$ cat config.mk
export PLATFORM = sky130hd
export DESIGN_NAME = span_filler
export DESIGN_NICKNAME = d
export VERILOG_FILES = /design/src/rtl/raster_pkg.sv /design/src/rtl/span_filler.sv
export SDC_FILE = /design/constraint.sdc
export NUM_CORES = 1
export LEC_CHECK = 0
export ABC_AREA = 0
export CORE_ASPECT_RATIO = 1.1
export CORE_MARGIN = 4
export CORE_UTILIZATION = 46
export DETAILED_ROUTE_END_ITERATION = 12
export HOLD_SLACK_MARGIN = 0.03
export PLACE_DENSITY = 0.87
export SLEW_MARGIN = 20
export SYNTH_ARGS = -nofsm -noshare
export SYNTH_HDL_FRONTEND = slang
export SYNTH_SLANG_ARGS = --single-unit
export TNS_END_PERCENT = 1
$ cat constraint.sdc
create_clock -name clk -period 3.4 [get_ports clk]
set_input_delay 1.02 -clock clk [delete_from_list [all_inputs] [get_ports clk]]
set_output_delay 1.02 -clock clk [all_outputs]
set_load 0.01 [all_outputs]
$ cat src/rtl/raster_pkg.sv
// Shared raster types and screen limits for the triangle filler stages.
// Imported by the triangle setup, the edge walkers and the span filler.
package raster_pkg;

    localparam int COORD_W  = 9;
    localparam int COLOUR_W = 16;
    localparam int MAX_X    = 479;
    localparam int MAX_Y    = 271;

    typedef logic [COORD_W-1:0]  coord_t;
    typedef logic [COLOUR_W-1:0] colour_t;

    typedef enum logic {
        S_WAIT = 1'b0,
        S_EMIT = 1'b1
    } span_state_e;

endpackage

$ cat src/rtl/span_filler.sv
// Pairs same-row points from the two edge walkers into a clipped span and emits it one pixel per cycle.
// First pixel 1 cycle after capture; pixels held while px_ready=0; walkers acked at capture.
module span_filler
    import raster_pkg::*;
#(
    parameter int COORD_W  = raster_pkg::COORD_W,
    parameter int COLOUR_W = raster_pkg::COLOUR_W,
    parameter int MAX_X    = raster_pkg::MAX_X,
    parameter int MAX_Y    = raster_pkg::MAX_Y
) (
    input  logic                clk,
    input  logic                reset,
    input  logic [COLOUR_W-1:0] colour,
    input  logic [COORD_W-1:0]  a_x,
    input  logic [COORD_W-1:0]  a_y,
    input  logic                a_valid,
    output logic                a_ack,
    input  logic [COORD_W-1:0]  b_x,
    input  logic [COORD_W-1:0]  b_y,
    input  logic                b_valid,
    output logic                b_ack,
    output logic [COORD_W-1:0]  px_x,
    output logic [COORD_W-1:0]  px_y,
    output logic [COLOUR_W-1:0] px_colour,
    output logic                px_valid,
    input  logic                px_ready,
    output logic                busy,
    output logic [15:0]         span_count
);

    localparam logic [COORD_W-1:0] MAX_X_C = COORD_W'(MAX_X);
    localparam logic [COORD_W-1:0] MAX_Y_C = COORD_W'(MAX_Y);

    span_state_e         state;
    logic [COORD_W-1:0]  xl;
    logic [COORD_W-1:0]  xr;
    logic [COORD_W-1:0]  cur;
    logic [COORD_W-1:0]  y;
    logic [COLOUR_W-1:0] col;

    logic               a_ok;
    logic               b_ok;
    logic [COORD_W-1:0] lo;
    logic [COORD_W-1:0] hi;
    logic               clip;

    // A walker still shows the point it is being acked for, so mask it that cycle.
    assign a_ok = a_valid && !a_ack;
    assign b_ok = b_valid && !b_ack;
    assign lo   = (a_x < b_x) ? a_x : b_x;
    assign hi   = (a_x < b_x) ? b_x : a_x;
    assign clip = (a_y > MAX_Y_C) || (lo > MAX_X_C);

    always_ff @(posedge clk) begin
        if (reset) begin
            state      <= S_WAIT;
            xl         <= '0;
            xr         <= '0;
            cur        <= '0;
            y          <= '0;
            col        <= '0;
            a_ack      <= 1'b0;
            b_ack      <= 1'b0;
            px_valid   <= 1'b0;
            span_count <= '0;
        end else begin
            a_ack <= 1'b0;
            b_ack <= 1'b0;
            case (state)
                S_WAIT: begin
                    if (a_ok && b_ok) begin
                        if (a_y == b_y) begin
                            a_ack <= 1'b1;
                            b_ack <= 1'b1;
                            xl    <= lo;
                            xr    <= (hi > MAX_X_C) ? MAX_X_C : hi;
                            y     <= a_y;
                            col   <= colour;
                            if (!clip) begin
                                cur      <= lo;
                                px_valid <= 1'b1;
                                state    <= S_EMIT;
                            end
                        end else if (a_y < b_y) begin
                            a_ack <= 1'b1;
                        end else begin
                            b_ack <= 1'b1;
                        end
                    end
                end
                S_EMIT: begin
                    if (px_ready) begin
                        if (cur == xr) begin
                            px_valid   <= 1'b0;
                            span_count <= span_count + 16'd1;
                            state      <= S_WAIT;
                        end else begin
                            cur <= cur + 1'b1;
                        end
                    end
                end
                default: state <= S_WAIT;
            endcase
        end
    end

    assign px_x      = cur;
    assign px_y      = y;
    assign px_colour = col;
    assign busy      = (state == S_EMIT) || a_ack || b_ack;

endmodule

final_clocks.png
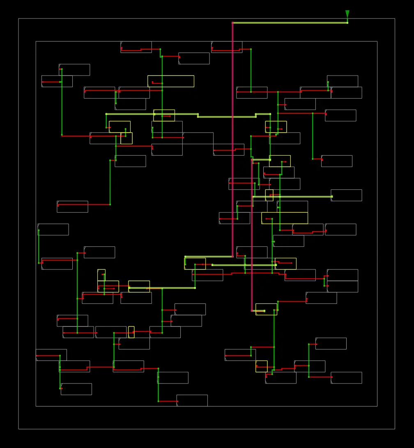
flip-flops: 63
clock latency on the worst-skew pair: 0.34 ns
number of buffers created by CTS: 9
Sink Count: 63
Worst Skew: 0.0101 ns

drive_strength.png
(4 px per µm)
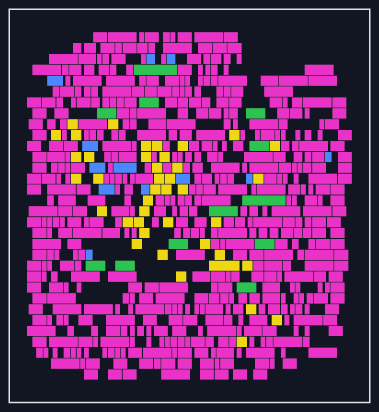
size	color	cells	share	most used
drive 3 to 4	yellow	41	7.1%	buf_4
drive 2	blue	12	2.1%	mux2_2
drive 1 or less	magenta	511	89%	clkdlybuf4s50_1
drive 6 and up	green	12	2.1%	clkbuf_8

==> flow_metrics.py <==
# Flow results
metrics = {
    "status": {
        "outcome": "finished clean",
    },
    "floorplan": {
        "ioPinCount": 111,
        "coreArea_um2": 7090,
        "die_w_um": 89.8,
        "fp_util": 0.477,
        "chipArea_um2": 8790,
        "die_h_um": 97.9,
        "rows": 32,
    },
    "yosys": {
        "yosysUniqueCellTypes": 47,
        "edf_count": 0,
        "topCellsByArea": "dfxtp_1 (37%), nand2_1 (8.4%), a21oi_1 (7.5%)",
        "ys_area_um2": 3380,
        "yosys.stat.seqShare": 0.373,
        "syn_area_per_cell_um2": 7.77,
        "top_area_frac": 0.373,
        "async_reset_ff_frac": 0,
        "largest_area_cell": "dfxtp_1",
        "ys_cells": 435,
        "synth-seq-cells": 63,
        "postSynthCellCount": 435,
        "ys_warn_count": 0,
        "syn_area_um2": 3380,
        "ys.flop_type": "dfxtp_1",
        "fp_nets": 511,
    },
    "clock_network": {
        "cts_tree": "yes",
        "cts_setup_buffers": 0,
        "htreeDepth": 3,
        "post_cts_resize_count": 0,
        "clk_pin_slew_worst_paths_ns": 0.08,
        "cts_buffer_depth": 2,
        "cts_hold_buf": 0,
        "root_buffer": "clkbuf_8",
    },
    "timing": {
        "min_period_ns": 3.23,
        "worst_slack_ns": 0.171,
        "final-hold-violation-count": 0,
        "max_slew.worst_pin.slew_ns": 0.511,
        "fin_crit_sh": 0.950,
        "fmax_mhz": 310,
        "setup_viol": 0,
        "slew_violations": 0,
        "holdWs_ns": 0.455,
        "relSlewSlack": 0.657,
        "finalSetupTns_ns": 0,
        "rsz0062_at_grt": "no",
    },
    "drt": {
        "dr.pass1.iters": 4,
        "drt_iter0_markers": 231,
        "routed_wl_um": 9820,
        "avgViaCountPerCell": 5.35,
        "post_drt_wl_per_cell_um": 14.9,
        "ant_nets": 0,
        "num_vias": 3539,
        "drc": 0,
    },
    "power": {
        "vdd_ir_drop_max_uv": 237,
        "leakage_nw": 2.01,
        "powerDensity_nw_per_um2": 340,
    },
    "setup_path": {
        "crit_fanout": 18,
        "critPathArrivalTime_ns": 3.44,
        "required_ns": 3.61,
        "r2r_setup_slack_ns": 0.95,
        "end_kind": "flip-flop",
        "start_kind": "input pin",
        "criticalPathCategory": "in -> reg",
    },
    "finish": {
        "lay_top_cells": "clkdlybuf4s50_1 (109), nand2_1 (75), dfxtp_1 (63)",
        "drive_gt1_frac": 0.113,
        "lay_top_count": "clkdlybuf4s50_1",
        "stdcell_count": 661,
        "areaGrowthSynthToFinish_pct": 48.2,
        "antenna_cells": 0,
        "fillers": 544,
        "final_util": 0.707,
        "layout.nets": 647,
    },
    "global_routing": {
        "track_usage": 0.222,
        "grt_start_max_net_pins": 51,
        "antenna_found_initial": 0,
        "grt.overflow.total": 0,
        "first_global_vias": 3636,
        "grt_first_pass_wirelength_um": 16300,
    },
    "placement": {
        "pre_cts_ws_ns": -0.199,
        "hpwl_um": 7530,
        "place_congestion": 0.881,
        "io_buffers": 110,
        "placed_cells": 645,
    },
    "job": {
        "max_cap_violations": 0,
        "warnings": 26,
    },
    "hold_path": {
        "hold_class": "reg -> reg",
    },
}
met3.png
(4 px per µm)
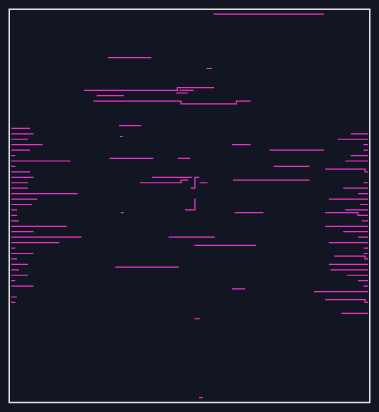
share of all routed wire	6.2%
longest straight run	27.4 µm

## report_power, final
part	switching, mW	leakage, nW	internal (mW)
registers	0.000901	0.507	0.739
logic	0.110	1.40	0.138
clock network	0.304	0.102	0.410
## path summary, 6_finish.rpt
| check | startpoint | to | cells after the start |
|---|---|---|---|
| worst min-delay path | px_colour[14] | px_colour[14] | 2 |
| worst max register to register | state | px_x[4] | 9 |
| worst min register to register | px_colour[14] | px_colour[14] | 2 |
| worst max-delay path | b_x[8] | px_x[8] | 11 |
## metrics by stage
| step | cell area, µm² | power (mW) |
|---|---|---|
| 6_report | 5010 | 1.70 |
| 5_1_grt | 5010 | 1.76 |
| 4_1_cts | 5000 | 1.71 |
| 3_5_place_dp | 4780 | 1.00 |
| 3_3_place_gp | 4780 | 0.995 |
| 2_1_floorplan | 3380 | 0.860 |
## state kept, by name, summed over array words and instances, names as in the netlist
| signal | flops |
|---|---|
| a_ack | 1 |
| px_x | 9 |
| b_ack | 1 |
| px_valid | 1 |
| state | 1 |
| px_colour | 16 |
| px_y | 9 |
| xr | 9 |
| span_count | 16 |
## kinds of logic (layout without fill, tap and decap cells)
family                   after synthesis  in the layout  share of synthesized area
multiplexers                           8              8                     0.0252
AND-OR/OR-AND                        103            103                      0.182
flip-flops                            63             63                      0.373
AND/OR/NAND/NOR                      169            169                      0.233
XOR/XNOR                              21             21                     0.0544
adder cells (fa/ha/maj)               19             19                     0.0703
buffers and inverters                 52            193                     0.0621
## routing by layer
metal / vias to the layer above / wire length (µm) / GRT usage
met5: - / 0 / 0
met4: 0 / 173 / 0.0696
met3: 13 / 605 / 0.0639
met2: 113 / 4940 / 0.410
met1: 1642 / 4100 / 0.246
li1: 1771 / - / -
## cell type report
class,instances,area [µm²],area share
flip-flops and latches,63,1260,0.252
repair buffers,149,1400,0.280
well taps,85,106,0.0212
inverters,28,105,0.0210
clock inverters,6,85.1,0.0170
multi-input cells,320,1930,0.384
clock buffers,10,128,0.0255
## cells in the mapped netlist, types with 5 or more instances
cell type and count:
o21ai_0 20, dfxtp_1 63, or3_1 6, inv_1 26
xnor2_1 6, o21a_1 5, a21boi_0 6, nand4_1 9
nand3_1 16, clkbuf_1 18, and3_1 5, nor2_1 30
ha_1 19, nor3_1 9, a21oi_1 51, xor2_1 15
nand2_1 76
## worst max-delay path, cell delays in order
cell	delay, ns
clkdlybuf4s50_1	0.50
inv_1	0.07
ha_1	0.30
nand2_1	0.08
or3_1	0.40
buf_4	0.17
nand3_1	0.05
or3b_1	0.39
buf_12	0.17
o311ai_0	0.12
o21ai_0	0.15
No activity file was given, so power comes from the tool's default toggle rates.
